**Clock network drawn from the DEF**

The bar under the picture is 20 um long.
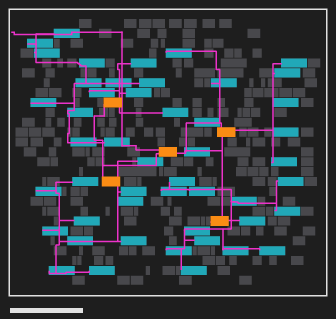
**Cell placement**

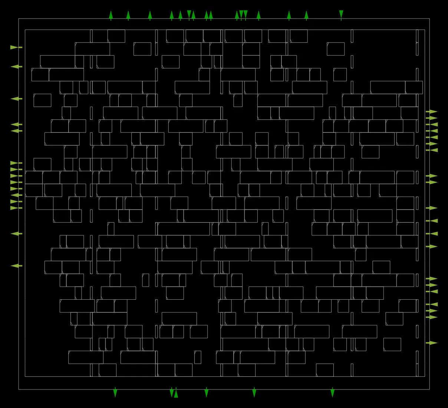
### config.mk
export PLATFORM = sky130hd
export DESIGN_NAME = imm_ext_ctrl_flat
export DESIGN_NICKNAME = d
export VERILOG_FILES = /design/src/rtl/imm_ext_ctrl_pkg.sv /design/src/rtl/imm_ext_ctrl_if.sv /design/src/rtl/imm_ext_unit.sv /design/src/rtl/imm_ext_ctrl.sv /design/src/flat_wrapper.sv
export SDC_FILE = /design/constraint.sdc
export NUM_CORES = 1
export LEC_CHECK = 0
export CAP_MARGIN = 20
export CELL_PAD_IN_SITES_DETAIL_PLACEMENT = 0
export CELL_PAD_IN_SITES_GLOBAL_PLACEMENT = 1
export CORE_ASPECT_RATIO = 0.9
export CORE_UTILIZATION = 35
export CTS_CLUSTER_SIZE = 20
export DETAILED_ROUTE_END_ITERATION = 6
export GPL_ROUTABILITY_DRIVEN = 1
export PLACE_DENSITY_LB_ADDON = 0.1
export SETUP_SLACK_MARGIN = 0.2
export SLEW_MARGIN = 0
export SYNTH_ARGS = -nofsm -noshare
export SYNTH_HDL_FRONTEND = slang
export SYNTH_HIERARCHICAL = 1
export SYNTH_SLANG_ARGS = --single-unit
export TNS_END_PERCENT = 5
### constraint.sdc
create_clock -name clk -period 2.25 [get_ports clk]
set_clock_uncertainty 0.05 [all_clocks]
set_input_delay 0.3375 -clock clk [delete_from_list [all_inputs] [get_ports clk]]
set_output_delay 0.3375 -clock clk [all_outputs]
set_load 0.05 [all_outputs]
### src/rtl/imm_ext_ctrl_pkg.sv
// rtl/imm_ext_ctrl_pkg.sv - shared decode constants, immediate modes and FSM states
package imm_ext_ctrl_pkg;

  localparam int IMM_W = 16;

  localparam logic [3:0] PFX_OPC = 4'b1111;

  // Opcode groups are selected by opcode[3:2]
  localparam logic [1:0] GRP_ARITH = 2'b00;
  localparam logic [1:0] GRP_LOGIC = 2'b01;
  localparam logic [1:0] GRP_MEM   = 2'b10;
  localparam logic [1:0] GRP_CTRL  = 2'b11;

  typedef enum logic [1:0] {
    ZERO     = 2'd0,
    SIGN     = 2'd1,
    SIGN_SH1 = 2'd2,
    PREFIX   = 2'd3
  } imm_mode_t;

  typedef enum logic {
    S_NORM = 1'b0,
    S_PFX  = 1'b1
  } state_t;

  function automatic imm_mode_t decode_mode(input logic [3:0] opc);
    imm_mode_t m;
    m = SIGN;
    if (opc == PFX_OPC) begin
      m = PREFIX;
    end else begin
      case (opc[3:2])
        GRP_ARITH: m = SIGN;
        GRP_LOGIC: m = ZERO;
        GRP_MEM:   m = SIGN;
        GRP_CTRL:  m = SIGN_SH1;
        default:   m = SIGN;
      endcase
    end
    return m;
  endfunction

endpackage

### src/rtl/imm_ext_ctrl_if.sv
// rtl/imm_ext_ctrl_if.sv - fetch-side and ID/EX-side handshake bundle for imm_ext_ctrl
interface imm_ext_ctrl_if;
  import imm_ext_ctrl_pkg::*;

  logic             in_valid;
  logic [IMM_W-1:0] in_instr;
  logic             in_ready;
  logic             flush;
  logic             out_ready;
  logic             out_valid;
  logic [IMM_W-1:0] out_instr;
  logic [IMM_W-1:0] out_imm;
  logic             out_pfx;
  logic             pfx_err;

  // master: the surrounding pipeline (fetch + ID/EX); slave: the controller
  modport master (
    output in_valid, in_instr, flush, out_ready,
    input  in_ready, out_valid, out_instr, out_imm, out_pfx, pfx_err
  );

  modport slave (
    input  in_valid, in_instr, flush, out_ready,
    output in_ready, out_valid, out_instr, out_imm, out_pfx, pfx_err
  );

endinterface

### src/rtl/imm_ext_unit.sv
// rtl/imm_ext_unit.sv - combinational 4-to-16 immediate extender selected by mode
module imm_ext_unit
  import imm_ext_ctrl_pkg::*;
(
  input  logic [3:0]       imm4,
  input  imm_mode_t        mode,
  output logic [IMM_W-1:0] imm
);

  logic [IMM_W-1:0] sext;

  assign sext = {{(IMM_W-4){imm4[3]}}, imm4};

  // PREFIX never reaches the output register through this path; emit zero
  always_comb begin
    imm = '0;
    case (mode)
      ZERO:     imm = {{(IMM_W-4){1'b0}}, imm4};
      SIGN:     imm = sext;
      SIGN_SH1: imm = {sext[IMM_W-2:0], 1'b0};
      default:  imm = '0;
    endcase
  end

endmodule

### src/rtl/imm_ext_ctrl.sv
// rtl/imm_ext_ctrl.sv - decode-stage immediate controller with prefix FSM and ID/EX output register
module imm_ext_ctrl
  import imm_ext_ctrl_pkg::*;
(
  input  logic         clk,
  input  logic         reset,
  imm_ext_ctrl_if.slave bus
);

  state_t           state_q, state_d;
  logic [11:0]      imm12_q, imm12_d;
  logic             out_valid_q, out_valid_d;
  logic [IMM_W-1:0] out_instr_q, out_instr_d;
  logic [IMM_W-1:0] out_imm_q, out_imm_d;
  logic             out_pfx_q, out_pfx_d;
  logic             pfx_err_q, pfx_err_d;

  logic             in_ready;
  logic             accept;
  logic             is_pfx;
  imm_mode_t        mode;
  logic [IMM_W-1:0] ext_imm;

  // No skid buffer: accept only when the output slot is free or draining
  assign in_ready = !bus.flush && (!out_valid_q || bus.out_ready);
  assign accept   = bus.in_valid && in_ready;
  assign mode     = decode_mode(bus.in_instr[15:12]);
  assign is_pfx   = (mode == PREFIX);

  imm_ext_unit u_ext (
    .imm4 (bus.in_instr[3:0]),
    .mode (mode),
    .imm  (ext_imm)
  );

  always_ff @(posedge clk) begin
    if (reset) begin
      state_q     <= S_NORM;
      imm12_q     <= '0;
      out_valid_q <= 1'b0;
      out_instr_q <= '0;
      out_imm_q   <= '0;
      out_pfx_q   <= 1'b0;
      pfx_err_q   <= 1'b0;
    end else begin
      state_q     <= state_d;
      imm12_q     <= imm12_d;
      out_valid_q <= out_valid_d;
      out_instr_q <= out_instr_d;
      out_imm_q   <= out_imm_d;
      out_pfx_q   <= out_pfx_d;
      pfx_err_q   <= pfx_err_d;
    end
  end

  always_comb begin
    state_d     = state_q;
    imm12_d     = imm12_q;
    out_valid_d = out_valid_q;
    out_instr_d = out_instr_q;
    out_imm_d   = out_imm_q;
    out_pfx_d   = out_pfx_q;
    pfx_err_d   = 1'b0;

    if (bus.flush) begin
      state_d     = S_NORM;
      imm12_d     = '0;
      out_valid_d = 1'b0;
    end else begin
      if (out_valid_q && bus.out_ready) begin
        out_valid_d = 1'b0;
      end

      if (accept) begin
        if (is_pfx) begin
          // A prefix only updates the held upper bits; it never produces output
          imm12_d   = bus.in_instr[11:0];
          pfx_err_d = (state_q == S_PFX);
          state_d   = S_PFX;
        end else begin
          out_valid_d = 1'b1;
          out_instr_d = bus.in_instr;
          case (state_q)
            S_PFX: begin
              out_imm_d = {imm12_q, bus.in_instr[3:0]};
              out_pfx_d = 1'b1;
              state_d   = S_NORM;
            end
            default: begin
              out_imm_d = ext_imm;
              out_pfx_d = 1'b0;
            end
          endcase
        end
      end
    end
  end

  assign bus.in_ready  = in_ready;
  assign bus.out_valid = out_valid_q;
  assign bus.out_instr = out_instr_q;
  assign bus.out_imm   = out_imm_q;
  assign bus.out_pfx   = out_pfx_q;
  assign bus.pfx_err   = pfx_err_q;

endmodule

### src/flat_wrapper.sv
// flat-port wrapper written by rule: the top's interface ports become plain ports
module imm_ext_ctrl_flat import imm_ext_ctrl_pkg::*;
  (clk, reset, bus_in_valid, bus_in_instr, bus_flush, bus_out_ready, bus_in_ready, bus_out_valid, bus_out_instr, bus_out_imm, bus_out_pfx, bus_pfx_err);
  imm_ext_ctrl_if bus_i ();
  input  logic clk;
  input  logic reset;
  input wire logic [$bits(bus_i.in_valid)-1:0] bus_in_valid;
  input wire logic [$bits(bus_i.in_instr)-1:0] bus_in_instr;
  input wire logic [$bits(bus_i.flush)-1:0] bus_flush;
  input wire logic [$bits(bus_i.out_ready)-1:0] bus_out_ready;
  output wire logic [$bits(bus_i.in_ready)-1:0] bus_in_ready;
  output wire logic [$bits(bus_i.out_valid)-1:0] bus_out_valid;
  output wire logic [$bits(bus_i.out_instr)-1:0] bus_out_instr;
  output wire logic [$bits(bus_i.out_imm)-1:0] bus_out_imm;
  output wire logic [$bits(bus_i.out_pfx)-1:0] bus_out_pfx;
  output wire logic [$bits(bus_i.pfx_err)-1:0] bus_pfx_err;
  assign bus_i.in_valid = bus_in_valid;
  assign bus_i.in_instr = bus_in_instr;
  assign bus_i.flush = bus_flush;
  assign bus_i.out_ready = bus_out_ready;
  assign bus_in_ready = bus_i.in_ready;
  assign bus_out_valid = bus_i.out_valid;
  assign bus_out_instr = bus_i.out_instr;
  assign bus_out_imm = bus_i.out_imm;
  assign bus_out_pfx = bus_i.out_pfx;
  assign bus_pfx_err = bus_i.pfx_err;
  imm_ext_ctrl u_core (.clk(clk), .reset(reset), .bus(bus_i));
endmodule
==> metrics.cfg <==
[status]
status = completed

[floorplanning]
die-width_um = 87.0
fp_util_pct = 36.6
top_level_ports = 57
die_h_um = 78.5
core.rowCount = 27
fp.dieArea_um2 = 6830
well_tap_count = 87

[final_timing]
setup_violations = 0
timing.hold.ws_ns = 0.412
hold_viol = 0
rsz_0062_raised_after_global_routing = no
timing.max_slew.rel_slack_pct = 66.0
final_max_slew_viol_count = 0
max_clock_freq_mhz = 532
worst_slew_pin_slew_ns = 0.508
layout_setup_ws_ns = 0.370
finalCritPeriodShare_pct = 83.6

[placed_design]
final_replace_weighted_congestion = 0.711
dp_hpwl_mm = 3.75
post_dp_cell_area_um2 = 2850
dp.cells = 360

[pwr]
pwr-share-comb_pct = 20.6
power_leakage_nw = 1.06
power.ir.vdd_worst_mv = 0.277
power.density_cell_area_nw_per_um2 = 664
internal_power_w = 0.00141
comb-power_w = 0.000407
power_switching_share_pct = 28.7
pwr.group.sequential_w = 0.000904

[cts]
hold_buf_cts = 0
clk_pin_slew_ns = 0.09
post_cts.resized_instances = 0
cts_tree = done
cts-root-to-sink-buffers = 2
cts_inserted_buffers = 5
post_cts_buffers = 0
cts.sinks = 48
cts.htree.levels = 2

[worst_setup_path]
worst_ep_required_time_ns = 1.86
crit_path_start = u_core/bus.out_imm[10]
reg2reg_to = u_core/state_q
setup.worst_path.end_class = output port
cp_data_arrival_time_ns = 1.49
worst_r2r_path_depth = 4
critical_path_depth = 1
buffers_plus_inverters_on_the_worst_setup_path = 1
path_cells = clkdlybuf4s50_1
cp_slowest_cell = sky130_fd_sc_hd__clkdlybuf4s50_1
path_class = flip-flop to output port
rrSetupSlack_ns = 0.87
timing.critical_path.slowest_cell_delay_ns = 0.82
crit_end = bus_out_imm[10]

[global_route]
grt_antenna_before_repair = 0
grt.met1_usage_pct = 23.9
grt_busiest_layer = met2
globalRouteOverflowTotal = 0
grt_start_max_net_pins = 33
first_pass_grt_wire_length_mm = 9.52
total_global_routing_track_utilization_pct = 18.1
via_count_of_the_first_global_routing_pass = 1855

[yosys]
yosysWarningCount = 6
ys.flops = 48
ff_type = sky130_fd_sc_hd__dfxtp_1
largest_area_cell = sky130_fd_sc_hd__dfxtp_1
xor_share_pct = 0
syn-mean-instance-area_um2 = 9.37
synth.area.mux_share_pct = 12.3
syn_area_um2 = 2280
post_synth_num_cell_types = 29
postSynthCellCount = 243
synth.comb.largest_family = AND-OR/OR-AND gates
synth_compound_gate_area_share_pct = 21.2
yosysCellCount = 243
synth_dominant_cell_count = sky130_fd_sc_hd__dfxtp_1
chip_area_yosys_um2 = 2280

[final_layout]
drive_above_1_share_pct = 10.7
area_growth_pct = 30.4
combAreaFraction_pct = 36.3
number_of_clock_buffer_instances_in_the_layout = 6
layout.non_clock_buffers = 69
num-nonclk-inverters = 2
layout.area.seq_um2 = 961
non_clock_buffer_share_pct = 23.3
clkCellAreaFrac_pct = 4.09
final_area_um2 = 2970
combGateArea_um2 = 1080
largest_class = combinational gates
area.share.sequential_pct = 32.4

[routing]
met2_wirelength_mm = 2.65
drt_iter0_drc = 87
drc_errors = 0
detail_route.wirelength.met1_mm = 2.83
length_of_the_first_detailed_routing_pass_in_iterations = 4
antenna_violating_nets_remaining = 0
highest_layer = met4
met3_wirelength_um = 312

[job]
drv_cap = 0
openroad.warnings = 26

[worst_hold_path]
hold_start = u_core/imm12_q[10]

Notes on 'clock network drawn from the DEF' above:
magenta -> clock wires  # length 617 um
orange -> cells driving clock nets  # count 5
cyan -> flip-flops  # count 48
flops lie = all over the die
power share of the clock group: 33.6%
power drawn by the clock network: 0.000662 W
Skew-Pair Late Insertion Delay: 0.30 ns

Notes on 'cell placement' above:
number of cells in the finished layout apart from fillers: 368
count of fill cells added during filler insertion: 640

cell usage in the layout (no fill, tap or decap), types with 3 or more instances in the layout:
master                             n
sky130_fd_sc_hd__o31ai_1          14
sky130_fd_sc_hd__buf_12            3
sky130_fd_sc_hd__nand4_1          15
sky130_fd_sc_hd__dfxtp_1          48
sky130_fd_sc_hd__buf_4            11
sky130_fd_sc_hd__mux2i_1          28
sky130_fd_sc_hd__clkdlybuf4s50_1  55
sky130_fd_sc_hd__a21oi_1          14
sky130_fd_sc_hd__clkbuf_8          6
sky130_fd_sc_hd__a22o_1            3
sky130_fd_sc_hd__a31oi_1          16
sky130_fd_sc_hd__a211oi_1         16
sky130_fd_sc_hd__nand2_1          27
Power figures rest on the tool's default switching activity, not on a simulated workload.
